==> images/clock_wires.png <==
(4 px per um)
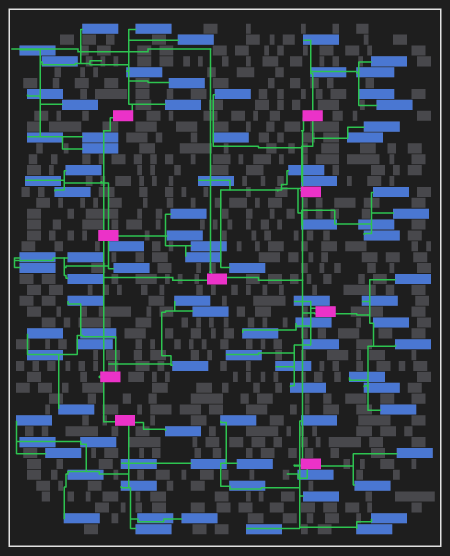
==> images/gates.png <==
(3 px per um)
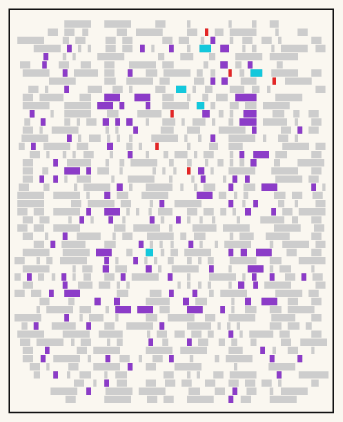
==> images/congestion_map.png <==
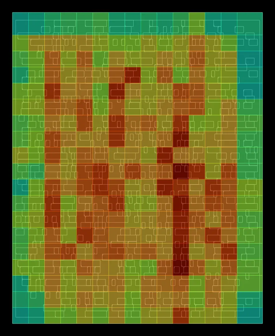
==> images/port_trees.png <==
(4 px per um)
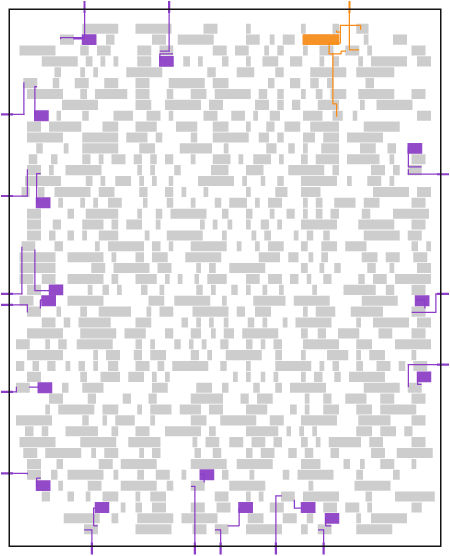
==> src/rtl/inference_sequencer_if.sv <==
// inference_sequencer_if: input/result streams plus the weight-memory address and layer-datapath
// controls of the inference sequencer; master is the sequencer, slave is the surrounding datapath.
interface inference_sequencer_if #(
   parameter int LAYER_DEPTH = 4,
   parameter int BIT_SIZE    = 16
);
   localparam int AW = (LAYER_DEPTH > 1) ? $clog2(LAYER_DEPTH) : 1;
   logic                x_valid;
   logic                x_ready;
   logic [BIT_SIZE-1:0] x_data;
   logic [AW-1:0]       mem_layer;
   logic                layer_clr;
   logic                input_select;
   logic [BIT_SIZE-1:0] x_out;
   logic [BIT_SIZE-1:0] y_in;
   logic                y_valid;
   logic                y_ready;
   logic [BIT_SIZE-1:0] y_data;
   logic                busy;
   modport master (
      input  x_valid, x_data, y_in, y_ready,
      output x_ready, mem_layer, layer_clr, input_select, x_out, y_valid, y_data, busy
   );
   modport slave (
      output x_valid, x_data, y_in, y_ready,
      input  x_ready, mem_layer, layer_clr, input_select, x_out, y_valid, y_data, busy
   );
endinterface

==> src/rtl/inference_sequencer.sv <==
// inference_sequencer: loads one input vector, walks it through LAYER_DEPTH stored layers
// (clear, serial feed, drain per layer) and streams the final layer outputs back out.
module inference_sequencer #(
   parameter int LAYER_SIZE  = 4,
   parameter int LAYER_DEPTH = 4,
   parameter int BIT_SIZE    = 16
) (
   input logic                    clk,
   input logic                    rst_n,
   inference_sequencer_if.master  bus
);
   localparam int KW = (LAYER_SIZE > 1) ? $clog2(LAYER_SIZE) : 1;
   localparam int AW = (LAYER_DEPTH > 1) ? $clog2(LAYER_DEPTH) : 1;
   localparam logic [KW-1:0] K_LAST = KW'(LAYER_SIZE - 1);
   localparam logic [AW-1:0] L_LAST = AW'(LAYER_DEPTH - 1);
   typedef enum logic [2:0] {IDLE, LOAD, CLEAR, FEED, DRAIN, EMIT} state_t;
   state_t              r_state, w_next;
   logic [KW-1:0]       r_k, w_k, w_k_inc;
   logic [AW-1:0]       r_layer, w_layer;
   logic [BIT_SIZE-1:0] r_buf [LAYER_SIZE];
   logic                r_x_ready, r_layer_clr, r_input_select, r_y_valid, r_busy;
   logic [BIT_SIZE-1:0] r_x_out, w_x_out;
   logic                w_last_k, w_last_layer, w_x_hs, w_y_hs;
   assign w_last_k     = r_k == K_LAST;
   assign w_last_layer = r_layer == L_LAST;
   assign w_k_inc      = w_last_k ? '0 : r_k + 1'b1;
   assign w_x_hs       = r_x_ready & bus.x_valid;
   assign w_y_hs       = r_y_valid & bus.y_ready;
   // The buffer is not written in FEED, so the next word can be looked up one cycle early.
   assign w_x_out      = (w_next == FEED) ? r_buf[w_k] : '0;
   always_comb begin
      w_next  = r_state;
      w_k     = r_k;
      w_layer = r_layer;
      case (r_state)
         IDLE, LOAD: if (w_x_hs) begin
            w_next  = w_last_k ? CLEAR : LOAD;
            w_k     = w_k_inc;
            w_layer = '0;
         end
         CLEAR: w_next = FEED;
         FEED: begin
            w_next = w_last_k ? DRAIN : FEED;
            w_k    = w_k_inc;
         end
         DRAIN: begin
            w_next  = !w_last_k ? DRAIN : w_last_layer ? EMIT : CLEAR;
            w_k     = w_k_inc;
            w_layer = (w_last_k && !w_last_layer) ? r_layer + 1'b1 : r_layer;
         end
         EMIT: if (w_y_hs) begin
            w_next  = w_last_k ? IDLE : EMIT;
            w_k     = w_k_inc;
            w_layer = w_last_k ? '0 : r_layer;
         end
         default: w_next = IDLE;
      endcase
   end
   // Control outputs are registered from the next state so they line up with the state itself.
   always_ff @(posedge clk or negedge rst_n) begin
      if (!rst_n) begin
         r_state        <= IDLE;
         r_k            <= '0;
         r_layer        <= '0;
         r_x_ready      <= 1'b0;
         r_layer_clr    <= 1'b0;
         r_input_select <= 1'b1;
         r_x_out        <= '0;
         r_y_valid      <= 1'b0;
         r_busy         <= 1'b0;
         for (int i = 0; i < LAYER_SIZE; i++) r_buf[i] <= '0;
      end else begin
         r_state        <= w_next;
         r_k            <= w_k;
         r_layer        <= w_layer;
         r_x_ready      <= (w_next == IDLE) || (w_next == LOAD);
         r_layer_clr    <= w_next == CLEAR;
         r_input_select <= w_next != DRAIN;
         r_x_out        <= w_x_out;
         r_y_valid      <= w_next == EMIT;
         r_busy         <= w_next != IDLE;
         if (w_x_hs) r_buf[r_k] <= bus.x_data;
         else if (r_state == DRAIN) r_buf[r_k] <= bus.y_in;
      end
   end
   assign bus.x_ready      = r_x_ready;
   assign bus.mem_layer    = r_layer;
   assign bus.layer_clr    = r_layer_clr;
   assign bus.input_select = r_input_select;
   assign bus.x_out        = r_x_out;
   assign bus.y_valid      = r_y_valid;
   assign bus.busy         = r_busy;
   assign bus.y_data       = (r_state == EMIT) ? r_buf[r_k] : '0;
endmodule

==> src/flat_wrapper.sv <==
// flat-port wrapper written by rule: the top's interface ports become plain ports
module inference_sequencer_flat 
#(
   parameter int LAYER_SIZE  = 4,
   parameter int LAYER_DEPTH = 4,
   parameter int BIT_SIZE    = 16
)
  (clk, rst_n, bus_x_valid, bus_x_data, bus_y_in, bus_y_ready, bus_x_ready, bus_mem_layer, bus_layer_clr, bus_input_select, bus_x_out, bus_y_valid, bus_y_data, bus_busy);
  inference_sequencer_if #(.LAYER_DEPTH(LAYER_DEPTH), .BIT_SIZE(BIT_SIZE)) bus_i ();
  input logic clk;
  input logic rst_n;
  input wire logic [$bits(bus_i.x_valid)-1:0] bus_x_valid;
  input wire logic [$bits(bus_i.x_data)-1:0] bus_x_data;
  input wire logic [$bits(bus_i.y_in)-1:0] bus_y_in;
  input wire logic [$bits(bus_i.y_ready)-1:0] bus_y_ready;
  output wire logic [$bits(bus_i.x_ready)-1:0] bus_x_ready;
  output wire logic [$bits(bus_i.mem_layer)-1:0] bus_mem_layer;
  output wire logic [$bits(bus_i.layer_clr)-1:0] bus_layer_clr;
  output wire logic [$bits(bus_i.input_select)-1:0] bus_input_select;
  output wire logic [$bits(bus_i.x_out)-1:0] bus_x_out;
  output wire logic [$bits(bus_i.y_valid)-1:0] bus_y_valid;
  output wire logic [$bits(bus_i.y_data)-1:0] bus_y_data;
  output wire logic [$bits(bus_i.busy)-1:0] bus_busy;
  assign bus_i.x_valid = bus_x_valid;
  assign bus_i.x_data = bus_x_data;
  assign bus_i.y_in = bus_y_in;
  assign bus_i.y_ready = bus_y_ready;
  assign bus_x_ready = bus_i.x_ready;
  assign bus_mem_layer = bus_i.mem_layer;
  assign bus_layer_clr = bus_i.layer_clr;
  assign bus_input_select = bus_i.input_select;
  assign bus_x_out = bus_i.x_out;
  assign bus_y_valid = bus_i.y_valid;
  assign bus_y_data = bus_i.y_data;
  assign bus_busy = bus_i.busy;
  inference_sequencer #(.LAYER_SIZE(LAYER_SIZE), .LAYER_DEPTH(LAYER_DEPTH), .BIT_SIZE(BIT_SIZE)) u_core (.clk(clk), .rst_n(rst_n), .bus(bus_i));
endmodule
==> config.mk <==
export PLATFORM = sky130hd
export DESIGN_NAME = inference_sequencer_flat
export DESIGN_NICKNAME = d
export VERILOG_FILES = /design/src/rtl/inference_sequencer_if.sv /design/src/rtl/inference_sequencer.sv /design/src/flat_wrapper.sv
export SDC_FILE = /design/constraint.sdc
export NUM_CORES = 1
export LEC_CHECK = 0
export ABC_CLOCK_PERIOD_IN_PS = 4100
export CAP_MARGIN = 40
export CELL_PAD_IN_SITES_DETAIL_PLACEMENT = 2
export CELL_PAD_IN_SITES_GLOBAL_PLACEMENT = 2
export CORE_ASPECT_RATIO = 1.25
export CORE_UTILIZATION = 39
export CTS_BUF_LIST = sky130_fd_sc_hd__clkbuf_8
export DETAILED_ROUTE_END_ITERATION = 16
export GPL_TIMING_DRIVEN = 0
export PLACE_DENSITY_LB_ADDON = 0.1
export SETUP_SLACK_MARGIN = 0.5
export SYNTH_ARGS = -nofsm -noshare
export SYNTH_HDL_FRONTEND = slang
export SYNTH_SLANG_ARGS = --single-unit
==> constraint.sdc <==
create_clock -name clk -period 4.1 [get_ports clk]
set_input_delay 0.615 -clock clk [delete_from_list [all_inputs] [get_ports clk]]
set_output_delay 0.615 -clock clk [all_outputs]
set_load 0.01 [all_outputs]
==> COMMIT_EDITMSG <==
Record implementation results from latest flow run

- Inserted Diodes: 0
- Among all stages on the critical path, the maximum delay recorded is 0.54 ns.
- Following the worst setup path forward leads to its endpoint at bus_y_data[14].
- Die y size: 134 um
- The run finished with clean final reports.
* Required @ worst endpoint: 3.48 ns
* Tool Warnings: 30
- Total via count after detailed routing: 4,628
* Mapped Area: 5430 um2
- After synthesis, flip-flops and latches occupy 42.4% of the total area.
- TritonCTS sink count: 92
* Placed Instance Area: 6420 um2
* Critical path cell sequence: buf_2 -> and3b_1 -> clkbuf_1 -> clkbuf_2 -> and2_1 -> clkdlybuf4s50_1
* Average size of a mapped cell: 10.2 um2
- Recorded from the global router log, the overflow total was 0.
* Placed wire-length estimate after detailed placement: 13,700 um
- The cell type that accounts for the most area after synthesis is sky130_fd_sc_hd__dfrtp_1.
- Detail Route Antenna Nets: 0
- Setup violators final: 0
- The worst setup path is launched from a flop.
* Worst Reg2Reg Path Length in Cells: 9
- Per the timing report, the most critical flop-to-flop path originates at u_core.r_k[0]$_DFF_PN0_.
- Capture point of the worst reg-to-reg path: u_core.bus.x_out[7]$_DFF_PN0_
- Counting every net in the synthesized netlist gives 572.
* Maximum count of clock buffers along a single path: 2
- The largest individual stage delay along the critical path comes from the cell sky130_fd_sc_hd__clkdlybuf4s50_1.
- The share of the core area taken by cells at floorplan is 40.5%.
- TritonCTS built the clock tree.
- Looking at the setup timing report, the critical path kind is reg2out.
- STA lists the maximum fanout along the critical path as 10.
* Portion of the clock cycle consumed by the worst path in the final layout: 85.7%
* Overall die area: 14,400 um2
- For this run, the number of Yosys warnings is 0.
* Number of cell instances after yosys synthesis: 530
-- clock_wires.png (at the start) --
- flip-flops: blue (count 92)
- clock wires: green (length 1,400 um)
- clock-net drivers: magenta (count 9)
- routed clock nets: 10
- flops lie: spread over the die

-- gates.png (at the start) --
- non-inverting ao/oa cells: cyan (cells 5; where north)
- inv cells: red (cells 6; where north)
- aoi and oai cells: purple (cells 123; where spread over the die)

-- congestion_map.png (at the start) --
Final Util: 49.1%
met1 usage in global routing: 36.1%
met2 usage: 50.8%
GRT Total Usage: 28.9%
M3 GR Usage: 2.87%

-- port_trees.png (at the start) --
- bus_y_valid: orange (direction output; edge north; end cells 1; buffers 1; wire 50.6 um)
- bus_x_data: purple (direction input; edge 6 west, 5 south, 3 east, 2 north; end cells 16; buffers 16; wire 234 um)
PortBufs: 74
I/O pins: 75

==> metrics by stage <==
| step | cells | setup slack [ns] | TNS (ns) |
|---|---|---|---|
| floorplan | 530 | 1.46 | 0 |
| global placement | 775 | -1.14 | -102.85 |
| detailed placement | 777 | 0.350 | 0 |
| CTS | 793 | 0.515 | 0 |
| global route | 793 | 0.505 | 0 |
| finish | 793 | 0.587 | 0 |
==> cells by family after synthesis <==
kind of cell    Yosys count
simple gates            158
flops                    92
fa+ha+maj                 6
buf+inv                  47
compound gates          128
mux                      99
==> metal layers <==
layer  wire [um]  GRT usage (%)  part of all wire, %
met5           0              0                    0
met1        8210           36.1                   43
met2       10000           50.8                   52
met4         519           11.6                  2.7
met3         510           2.87                  2.6
==> sequential cells by signal (all words and copies together), names as in the netlist <==
name and flops:
u_core.bus.y_valid 1, u_core.bus.x_out 16, u_core.r_buf 64, u_core.bus.x_ready 1
u_core.bus.mem_layer 2, u_core.bus.busy 1, u_core.bus.layer_clr 1, u_core.r_k 2
u_core.bus.input_select 1, u_core.r_state 3
==> final cells by class <==
| type | count | area, um2 |
|---|---|---|
| plain buffers | 41 | 190 |
| well taps | 171 | 214 |
| multi-input cells | 391 | 2920 |
| inverters | 6 | 22.5 |
| fillers | 1418 | 6820 |
| repair buffers | 76 | 777 |
| flip-flops and latches | 92 | 2300 |
| clock inverters | 7 | 37.5 |
| clock buffers | 9 | 124 |
==> power by group <==
part	total [mW]	internal (mW)	switching, mW
registers	1.73	1.32	0.417
clock network	0.565	0.214	0.351
logic	3.77	1.60	2.17
total	6.07	3.13	2.94
==> repair_timing <==
item | in CTS | in global routing
pin swaps | 0 | 0
resized | 5 | 1
hold buffers | 0 | 0
endpoints found under the setup margin | 22 | 3
Power figures rest on the tool's default switching activity, not on a simulated workload.
